<file path="config.mk">
export PLATFORM = sky130hd
export DESIGN_NAME = pseudo_expander_flat
export DESIGN_NICKNAME = d
export VERILOG_FILES = /design/src/rtl/pseudo_expander_pkg.sv /design/src/rtl/pseudo_expander_if.sv /design/src/rtl/pseudo_rewrite.sv /design/src/rtl/pseudo_expander.sv /design/src/flat_wrapper.sv
export SDC_FILE = /design/constraint.sdc
export NUM_CORES = 1
export LEC_CHECK = 0
export CORE_MARGIN = 2
export CORE_UTILIZATION = 51
export CTS_CLUSTER_SIZE = 20
export DETAILED_ROUTE_END_ITERATION = 8
export PLACE_DENSITY = 0.95
export REMOVE_ABC_BUFFERS = 1
export SYNTH_ARGS = -nofsm -noshare
export SYNTH_HDL_FRONTEND = slang
export SYNTH_HIERARCHICAL = 1
export SYNTH_SLANG_ARGS = --single-unit
</file>
<file path="constraint.sdc">
create_clock -name clk -period 5.4 [get_ports clk]
set_clock_uncertainty 0.05 [all_clocks]
set_input_delay 1.62 -clock clk [delete_from_list [all_inputs] [get_ports clk]]
set_output_delay 1.62 -clock clk [all_outputs]
set_load 0.02 [all_outputs]
</file>
<file path="src/rtl/pseudo_expander_pkg.sv">
// pseudo_expander_pkg: shared opcode/funct constants, instruction field positions,
// encoding helpers and the expander FSM state type.
// Ports: none (package).
package pseudo_expander_pkg;

    // Opcodes and funct codes the downstream decoder understands.
    localparam logic [5:0] OP_RTYPE  = 6'h00;
    localparam logic [5:0] OP_REGIMM = 6'h01;
    localparam logic [5:0] OP_BEQ    = 6'h04;
    localparam logic [5:0] OP_BNE    = 6'h05;
    localparam logic [5:0] FUNCT_SLT = 6'h2a;

    // R-type funct code reserved for the sgt pseudo.
    localparam logic [5:0] SGT_FUNCT = 6'h2c;

    // Scratch register clobbered by the two-word branch expansions ($at).
    localparam logic [4:0] AT_REG   = 5'd1;
    localparam logic [4:0] ZERO_REG = 5'd0;

    // REGIMM rt selectors for the branch pseudos.
    localparam logic [4:0] RT_BLTZ = 5'd0;
    localparam logic [4:0] RT_BGEZ = 5'd1;

    // Field LSB positions within a 32-bit word.
    localparam int unsigned OP_LSB    = 26;
    localparam int unsigned RS_LSB    = 21;
    localparam int unsigned RT_LSB    = 16;
    localparam int unsigned RD_LSB    = 11;
    localparam int unsigned FUNCT_LSB = 0;
    localparam int unsigned IMM_LSB   = 0;

    // Default width of the expansion statistics counter.
    localparam int unsigned CNT_W_DEFAULT = 16;

    typedef enum logic {
        StIdle,
        StPend2
    } state_e;

    // R-type word with shamt forced to zero.
    function automatic logic [31:0] mk_rtype(input logic [4:0] rs, input logic [4:0] rt,
                                             input logic [4:0] rd, input logic [5:0] funct);
        return {OP_RTYPE, rs, rt, rd, 5'd0, funct};
    endfunction

    function automatic logic [31:0] mk_itype(input logic [5:0] op, input logic [4:0] rs,
                                             input logic [4:0] rt, input logic [15:0] imm);
        return {op, rs, rt, imm};
    endfunction

endpackage

</file>
<file path="src/rtl/pseudo_expander_if.sv">
// pseudo_expander_if: fetch-side and decode-side handshake bundle for the expander.
// Ports: none; signals
//   in_valid/in_ready/in_instr/in_pc               fetch -> expander
//   out_valid/out_ready/out_instr/out_pc/out_last/out_expanded   expander -> decode
// Modports: master (fetch + decode side), slave (expander).
interface pseudo_expander_if;

    logic        in_valid;
    logic        in_ready;
    logic [31:0] in_instr;
    logic [31:0] in_pc;

    logic        out_valid;
    logic        out_ready;
    logic [31:0] out_instr;
    logic [31:0] out_pc;
    logic        out_last;
    logic        out_expanded;

    modport master (
        output in_valid, in_instr, in_pc, out_ready,
        input  in_ready, out_valid, out_instr, out_pc, out_last, out_expanded
    );

    modport slave (
        input  in_valid, in_instr, in_pc, out_ready,
        output in_ready, out_valid, out_instr, out_pc, out_last, out_expanded
    );

endinterface

</file>
<file path="src/rtl/pseudo_rewrite.sv">
// pseudo_rewrite: purely combinational classifier/rewriter for one fetched word.
// Ports:
//   instr      in  32  fetched word
//   word1      out 32  first (or only) native word
//   word2      out 32  second native word, meaningful only when two_word=1
//   two_word   out 1   word is bltz/bgez and expands to two words
//   is_pseudo  out 1   word is one of the recognised pseudos
module pseudo_rewrite
    import pseudo_expander_pkg::*;
(
    input  logic [31:0] instr,
    output logic [31:0] word1,
    output logic [31:0] word2,
    output logic        two_word,
    output logic        is_pseudo
);

    logic [5:0]  op;
    logic [5:0]  funct;
    logic [4:0]  rs;
    logic [4:0]  rt;
    logic [4:0]  rd;
    logic [15:0] imm;

    assign op    = instr[OP_LSB +: 6];
    assign rs    = instr[RS_LSB +: 5];
    assign rt    = instr[RT_LSB +: 5];
    assign rd    = instr[RD_LSB +: 5];
    assign funct = instr[FUNCT_LSB +: 6];
    assign imm   = instr[IMM_LSB +: 16];

    always_comb begin
        word1     = instr;
        word2     = '0;
        two_word  = 1'b0;
        is_pseudo = 1'b0;
        if (op == OP_REGIMM && rt == RT_BLTZ) begin
            // rs < 0  <=>  (rs < $0) != 0
            word1     = mk_rtype(rs, ZERO_REG, AT_REG, FUNCT_SLT);
            word2     = mk_itype(OP_BNE, AT_REG, ZERO_REG, imm);
            two_word  = 1'b1;
            is_pseudo = 1'b1;
        end else if (op == OP_REGIMM && rt == RT_BGEZ) begin
            word1     = mk_rtype(rs, ZERO_REG, AT_REG, FUNCT_SLT);
            word2     = mk_itype(OP_BEQ, AT_REG, ZERO_REG, imm);
            two_word  = 1'b1;
            is_pseudo = 1'b1;
        end else if (op == OP_RTYPE && funct == SGT_FUNCT) begin
            // rs > rt  <=>  rt < rs: swap the source fields
            word1     = mk_rtype(rt, rs, rd, FUNCT_SLT);
            is_pseudo = 1'b1;
        end
    end

endmodule

</file>
<file path="src/rtl/pseudo_expander.sv">
// pseudo_expander: expands bltz/bgez/sgt pseudo-instructions into native slt/beq/bne
// words between fetch and decode; native words pass through untouched. Every emitted
// word carries the pseudo's PC so branch offsets need no adjustment.
// Ports:
//   clk        in  1      clock
//   rst_n      in  1      synchronous active-low reset
//   flush      in  1      synchronous pipeline flush, discards any pending output
//   bus        slave      fetch/decode handshake bundle (pseudo_expander_if)
//   exp_count  out CNT_W  saturating count of accepted pseudo words
module pseudo_expander
    import pseudo_expander_pkg::*;
#(
    parameter int unsigned CNT_W = CNT_W_DEFAULT
) (
    input  logic             clk,
    input  logic             rst_n,
    input  logic             flush,
    pseudo_expander_if.slave bus,
    output logic [CNT_W-1:0] exp_count
);

    logic [31:0] word1;
    logic [31:0] word2;
    logic        two_word;
    logic        is_pseudo;

    pseudo_rewrite u_rewrite (
        .instr     (bus.in_instr),
        .word1     (word1),
        .word2     (word2),
        .two_word  (two_word),
        .is_pseudo (is_pseudo)
    );

    state_e           state_q, state_d;
    logic             out_valid_q, out_valid_d;
    logic [31:0]      out_instr_q, out_instr_d;
    logic [31:0]      out_pc_q, out_pc_d;
    logic             out_last_q, out_last_d;
    logic             out_expanded_q, out_expanded_d;
    logic [31:0]      word2_q, word2_d;
    logic [CNT_W-1:0] exp_count_q, exp_count_d;

    logic in_ready;
    logic accept;

    // Single output entry: accept only when it is empty or draining this cycle.
    assign in_ready = rst_n && !flush && (state_q == StIdle) && (!out_valid_q || bus.out_ready);
    assign accept   = bus.in_valid && in_ready;

    always_comb begin
        state_d        = state_q;
        out_valid_d    = out_valid_q;
        out_instr_d    = out_instr_q;
        out_pc_d       = out_pc_q;
        out_last_d     = out_last_q;
        out_expanded_d = out_expanded_q;
        word2_d        = word2_q;
        exp_count_d    = exp_count_q;

        if (flush) begin
            out_valid_d = 1'b0;
            state_d     = StIdle;
        end else begin
            unique case (state_q)
                StIdle: begin
                    if (accept) begin
                        out_valid_d    = 1'b1;
                        out_instr_d    = word1;
                        out_pc_d       = bus.in_pc;
                        out_last_d     = !two_word;
                        out_expanded_d = is_pseudo;
                        word2_d        = word2;
                        state_d        = two_word ? StPend2 : StIdle;
                    end else if (bus.out_ready) begin
                        out_valid_d = 1'b0;
                    end
                end
                StPend2: begin
                    // Second word replaces the first on the same edge it is taken.
                    if (bus.out_ready) begin
                        out_instr_d = word2_q;
                        out_last_d  = 1'b1;
                        state_d     = StIdle;
                    end
                end
            endcase
        end

        if (accept && is_pseudo && exp_count_q != '1) begin
            exp_count_d = exp_count_q + CNT_W'(1);
        end
    end

    always_ff @(posedge clk) begin
        if (!rst_n) begin
            state_q        <= StIdle;
            out_valid_q    <= 1'b0;
            out_instr_q    <= '0;
            out_pc_q       <= '0;
            out_last_q     <= 1'b0;
            out_expanded_q <= 1'b0;
            word2_q        <= '0;
            exp_count_q    <= '0;
        end else begin
            state_q        <= state_d;
            out_valid_q    <= out_valid_d;
            out_instr_q    <= out_instr_d;
            out_pc_q       <= out_pc_d;
            out_last_q     <= out_last_d;
            out_expanded_q <= out_expanded_d;
            word2_q        <= word2_d;
            exp_count_q    <= exp_count_d;
        end
    end

    assign bus.in_ready     = in_ready;
    assign bus.out_valid    = out_valid_q;
    assign bus.out_instr    = out_instr_q;
    assign bus.out_pc       = out_pc_q;
    assign bus.out_last     = out_last_q;
    assign bus.out_expanded = out_expanded_q;
    assign exp_count        = exp_count_q;

endmodule

</file>
<file path="src/flat_wrapper.sv">
// flat-port wrapper written by rule: the top's interface ports become plain ports
module pseudo_expander_flat import pseudo_expander_pkg::*;
#(
    parameter int unsigned CNT_W = CNT_W_DEFAULT
)
  (clk, rst_n, flush, exp_count, bus_in_valid, bus_in_instr, bus_in_pc, bus_out_ready, bus_in_ready, bus_out_valid, bus_out_instr, bus_out_pc, bus_out_last, bus_out_expanded);
  pseudo_expander_if bus_i ();
  input  logic clk;
  input  logic rst_n;
  input  logic flush;
  output logic [CNT_W-1:0] exp_count;
  input wire logic [$bits(bus_i.in_valid)-1:0] bus_in_valid;
  input wire logic [$bits(bus_i.in_instr)-1:0] bus_in_instr;
  input wire logic [$bits(bus_i.in_pc)-1:0] bus_in_pc;
  input wire logic [$bits(bus_i.out_ready)-1:0] bus_out_ready;
  output wire logic [$bits(bus_i.in_ready)-1:0] bus_in_ready;
  output wire logic [$bits(bus_i.out_valid)-1:0] bus_out_valid;
  output wire logic [$bits(bus_i.out_instr)-1:0] bus_out_instr;
  output wire logic [$bits(bus_i.out_pc)-1:0] bus_out_pc;
  output wire logic [$bits(bus_i.out_last)-1:0] bus_out_last;
  output wire logic [$bits(bus_i.out_expanded)-1:0] bus_out_expanded;
  assign bus_i.in_valid = bus_in_valid;
  assign bus_i.in_instr = bus_in_instr;
  assign bus_i.in_pc = bus_in_pc;
  assign bus_i.out_ready = bus_out_ready;
  assign bus_in_ready = bus_i.in_ready;
  assign bus_out_valid = bus_i.out_valid;
  assign bus_out_instr = bus_i.out_instr;
  assign bus_out_pc = bus_i.out_pc;
  assign bus_out_last = bus_i.out_last;
  assign bus_out_expanded = bus_i.out_expanded;
  pseudo_expander #(.CNT_W(CNT_W)) u_core (.clk(clk), .rst_n(rst_n), .flush(flush), .bus(bus_i), .exp_count(exp_count));
endmodule
</file>
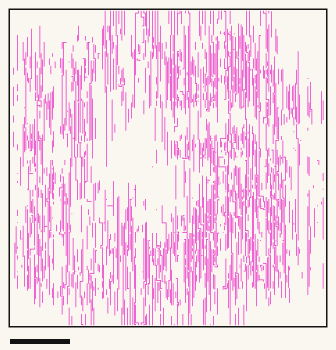
(metal 2)
Bar = 20 um.
longest straight run = 51.3 um
nets with wire on the layer = 677
wire length on this layer = 7,290 um
main direction = vertical
share of all routed wire = 51%
vias after detailed routing: 4,845
Global Route met2 Usage: 44.6%
Routed WL: 14,400 um

==> flow_summary.rst <==
Synthesis and place-and-route
=============================

.. list-table::
   :header-rows: 1

   * - Metric
     - Value
   * - Max_cap viols
     - 0
   * - Layer with the highest usage after global routing
     - met2
   * - Worst Setup EP
     - bus_in_ready
   * - Syn. warnings
     - 6
   * - Antenna violations before repair
     - 0
   * - Startpoint of the worst-slack reg-to-reg timing path
     - u_core/exp_count[0]
   * - Share of flip-flops with an asynchronous set or reset after synthesis
     - 0%
   * - Crit-path slowest cell
     - clkdlybuf4s50_1
   * - Num tapcells
     - 133
   * - Switch share
     - 22.5%
   * - Largest driver fanout on the critical path
     - 6
   * - Most frequently placed logic cell in the final layout
     - clkdlybuf4s50_1
   * - Final critical-path share of the clock period
     - 89.0%
   * - Gate Count Post-Synth
     - 592
   * - Layout sequential cell count
     - 116
   * - Critical path data arrival time
     - 3130 ps
   * - Combinational gate count
     - 414
   * - Standard cell area after detailed placement
     - 6640 um2
   * - Overflow left after global routing
     - 0
   * - Final ANT Viol Nets
     - 0
   * - Proportion of cell area occupied by multi-input gates
     - 35.5%
   * - Clock Root Buffer
     - clkbuf_8
   * - Quantity of gates resized following cts
     - 0
   * - Top cells by count
     - nand2_1 (145), dfxtp_1 (116), a21oi_1 (73)
   * - Area share, top type
     - 44.9%
   * - DRC violation total after the first TritonRoute iteration
     - 222
   * - Share of synthesized area occupied by flip-flops and latches
     - 44.9%
   * - Setup repair after global routing missed its margin
     - false
   * - Placement Rows
     - 36
   * - Number of H-tree levels
     - 4
   * - Clock buffers created by TritonCTS
     - 17
   * - Die outline area
     - 11,000 um2
   * - Mux share of post-synthesis cell area
     - 4.35%
   * - FF-to-FF path depth
     - 5
   * - Yosys Chip Area
     - 5170 um2
   * - Total Negative Setup Slacks
     - 0 ps
   * - Top area cell types
     - dfxtp_1 (45%), nand2_1 (11%), a21oi_1 (7.1%)
   * - Power group with the highest consumption
     - the clock network
   * - Number of buffers inserted for hold repair after clock tree synthesis
     - 0
   * - Combinational fraction of design power
     - 9.5%
   * - Die width
     - 105 um
   * - Most frequent CP cell
     - clkdlybuf4s50_1
   * - Worst-path clk slew
     - 60 ps
   * - Fin util
     - 73.2%
   * - Buf+Inv Stages, Crit Path
     - 2
   * - Internal reg-to-reg setup slack
     - 2740 ps
   * - Top Family by Delay on Critical Path
     - buffers and inverters
   * - Type of the worst min-delay path
     - reg -> reg
   * - Internal power summed over all cells
     - 1.65 mW
   * - Mapped Avg Cell Area
     - 8.74 um2
   * - Count of cells along the worst hold path
     - 2
   * - Largest net degree at the start of global routing
     - 73
   * - Worst hold margin
     - 402 ps
   * - DR WL met2
     - 7290 um
   * - Number of buffers inserted by post-CTS setup repair
     - 0
   * - Repair and plain buffers
     - 160
   * - Stages on the worst setup path
     - 4
   * - Synth Area in Compound Gates
     - 21.1%
   * - Clock tree from TritonCTS
     - yes
   * - Power per cell area
     - 297 nW/um2
   * - Drc violations
     - 0
   * - Total inserted antenna cells
     - 0
   * - Most common flop cell mapped by yosys
     - dfxtp_1
   * - Simple Share, Synth
     - 22.2%
   * - Initial cell density of the core
     - 52.7%
   * - Worst skew pair latency
     - 490 ps
   * - Count of warning messages emitted by the tools
     - 25
   * - Port Buffer Count
     - 152
   * - Clock Sinks
     - 116
   * - Cell kind with the greatest summed area
     - logic gates
   * - Number of standard cells reported by yosys
     - 592
   * - Main combinational cell family by area after synthesis
     - simple AND/OR/NAND/NOR gates
   * - Number of setup violations in the final report
     - 0
   * - Worst setup margin
     - 596 ps
   * - Die boundary height
     - 105 um
   * - Final slew viol count
     - 0
   * - CTS max path bufs
     - 2
   * - Clk cell area share
     - 7.74%
   * - Area grow syn2layout
     - 39.0%
   * - Post-synthesis instance area
     - 5170 um2
   * - Ordered cell list for the critical path
     - clkdlybuf4s50_1 -> nand2b_4 -> nor3_1 -> clkdlybuf4s50_1
   * - Max stage delay on crit path
     - 640 ps
   * - Worst path required time
     - 3730 ps
   * - Ports placed on the boundary
     - 153
   * - Number of distinct library cell variants in the gate-level netlist after synthesis
     - 44
   * - Seq pwr share
     - 41.6%
   * - Count of library flops with an enable pin
     - 0
   * - First-pass GRT wire length
     - 23,500 um
   * - Routed length on met1
     - 5740 um
   * - Number of filler instances in the final layout
     - 727
   * - Comb pwr
     - 0.202 mW
   * - Synth area leader
     - dfxtp_1
   * - Signal buffers share of area
     - 21.9%
   * - Worst hold path startpoint
     - u_core/bus.out_pc[26]
   * - Total instance count after detailed placement
     - 828
   * - Xor and xnor area share after synthesis
     - 0%
   * - Seq area share
     - 32.3%
   * - Met1 Use GR
     - 30.9%
   * - Number of global-route vias before repair
     - 4,858
   * - GRT Util Overall
     - 26.1%
   * - Type of origin of the critical path
     - input port
   * - Met3 wire len
     - 1200 um
   * - Slew @ Worst Pin
     - 1360 ps
   * - Path type of the worst setup path
     - in -> out
   * - Synth Area in Adders
     - 0.242%
   * - Kind of capture point of the worst setup path
     - primary output
   * - Routability-driven placement congestion ratio
     - 0.833
   * - Sequential power
     - 0.888 mW
   * - Final instance area
     - 7190 um2
   * - Clock network power consumption
     - 1.04 mW
   * - Fraction of final layout cells with drive strength greater than 1
     - 12.8%
   * - Maximum vdd ir drop
     - 0.209 mV
   * - Slew margin rel.
     - 8.27%
   * - Endpoint of the worst hold path
     - u_core/bus.out_pc[26]
   * - Number of vias per cell
     - 5.64
   * - Footprint of the flip-flops and latches
     - 2320 um2
   * - Setup WS pre-CTS
     - 558 ps
   * - Top layer used by detailed routing
     - met4
   * - DR WL/cell
     - 16.8 um
   * - Crit. Startpoint
     - flush
   * - Most frequently used cell type in the post-synthesis netlist
     - nand2_1
   * - Hold Violations, Final
     - 0
   * - Outcome
     - complete, no violations
   * - Synth Register Bits
     - 116
   * - Placeable Area
     - 9820 um2
   * - Detailed placement HPWL
     - 9130 um
   * - Capture instance of the worst register-to-register path
     - u_core/exp_count[15]
   * - Net Switching
     - 0.480 mW
   * - Post-layout minimum cycle time
     - 4800 ps
   * - Post-layout power
     - 2.13 mW
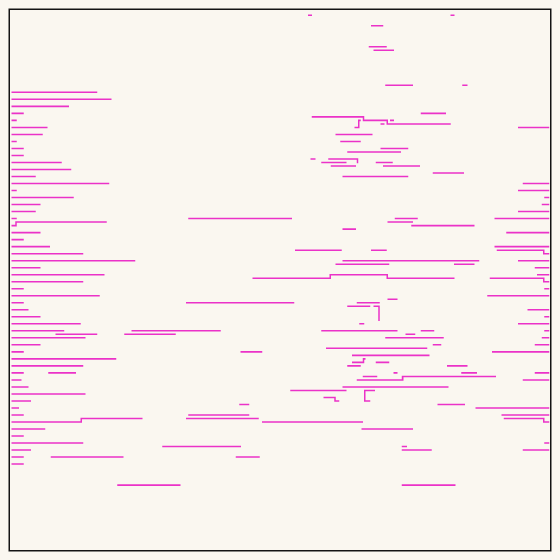
(met3 routing)
longest straight run = 26.2 um
wire length on this layer = 1,200 um
share of all routed wire = 8.3%
main direction = horizontal
GR Util met3: 8.05%

Power figures rest on the tool's default switching activity, not on a simulated workload.
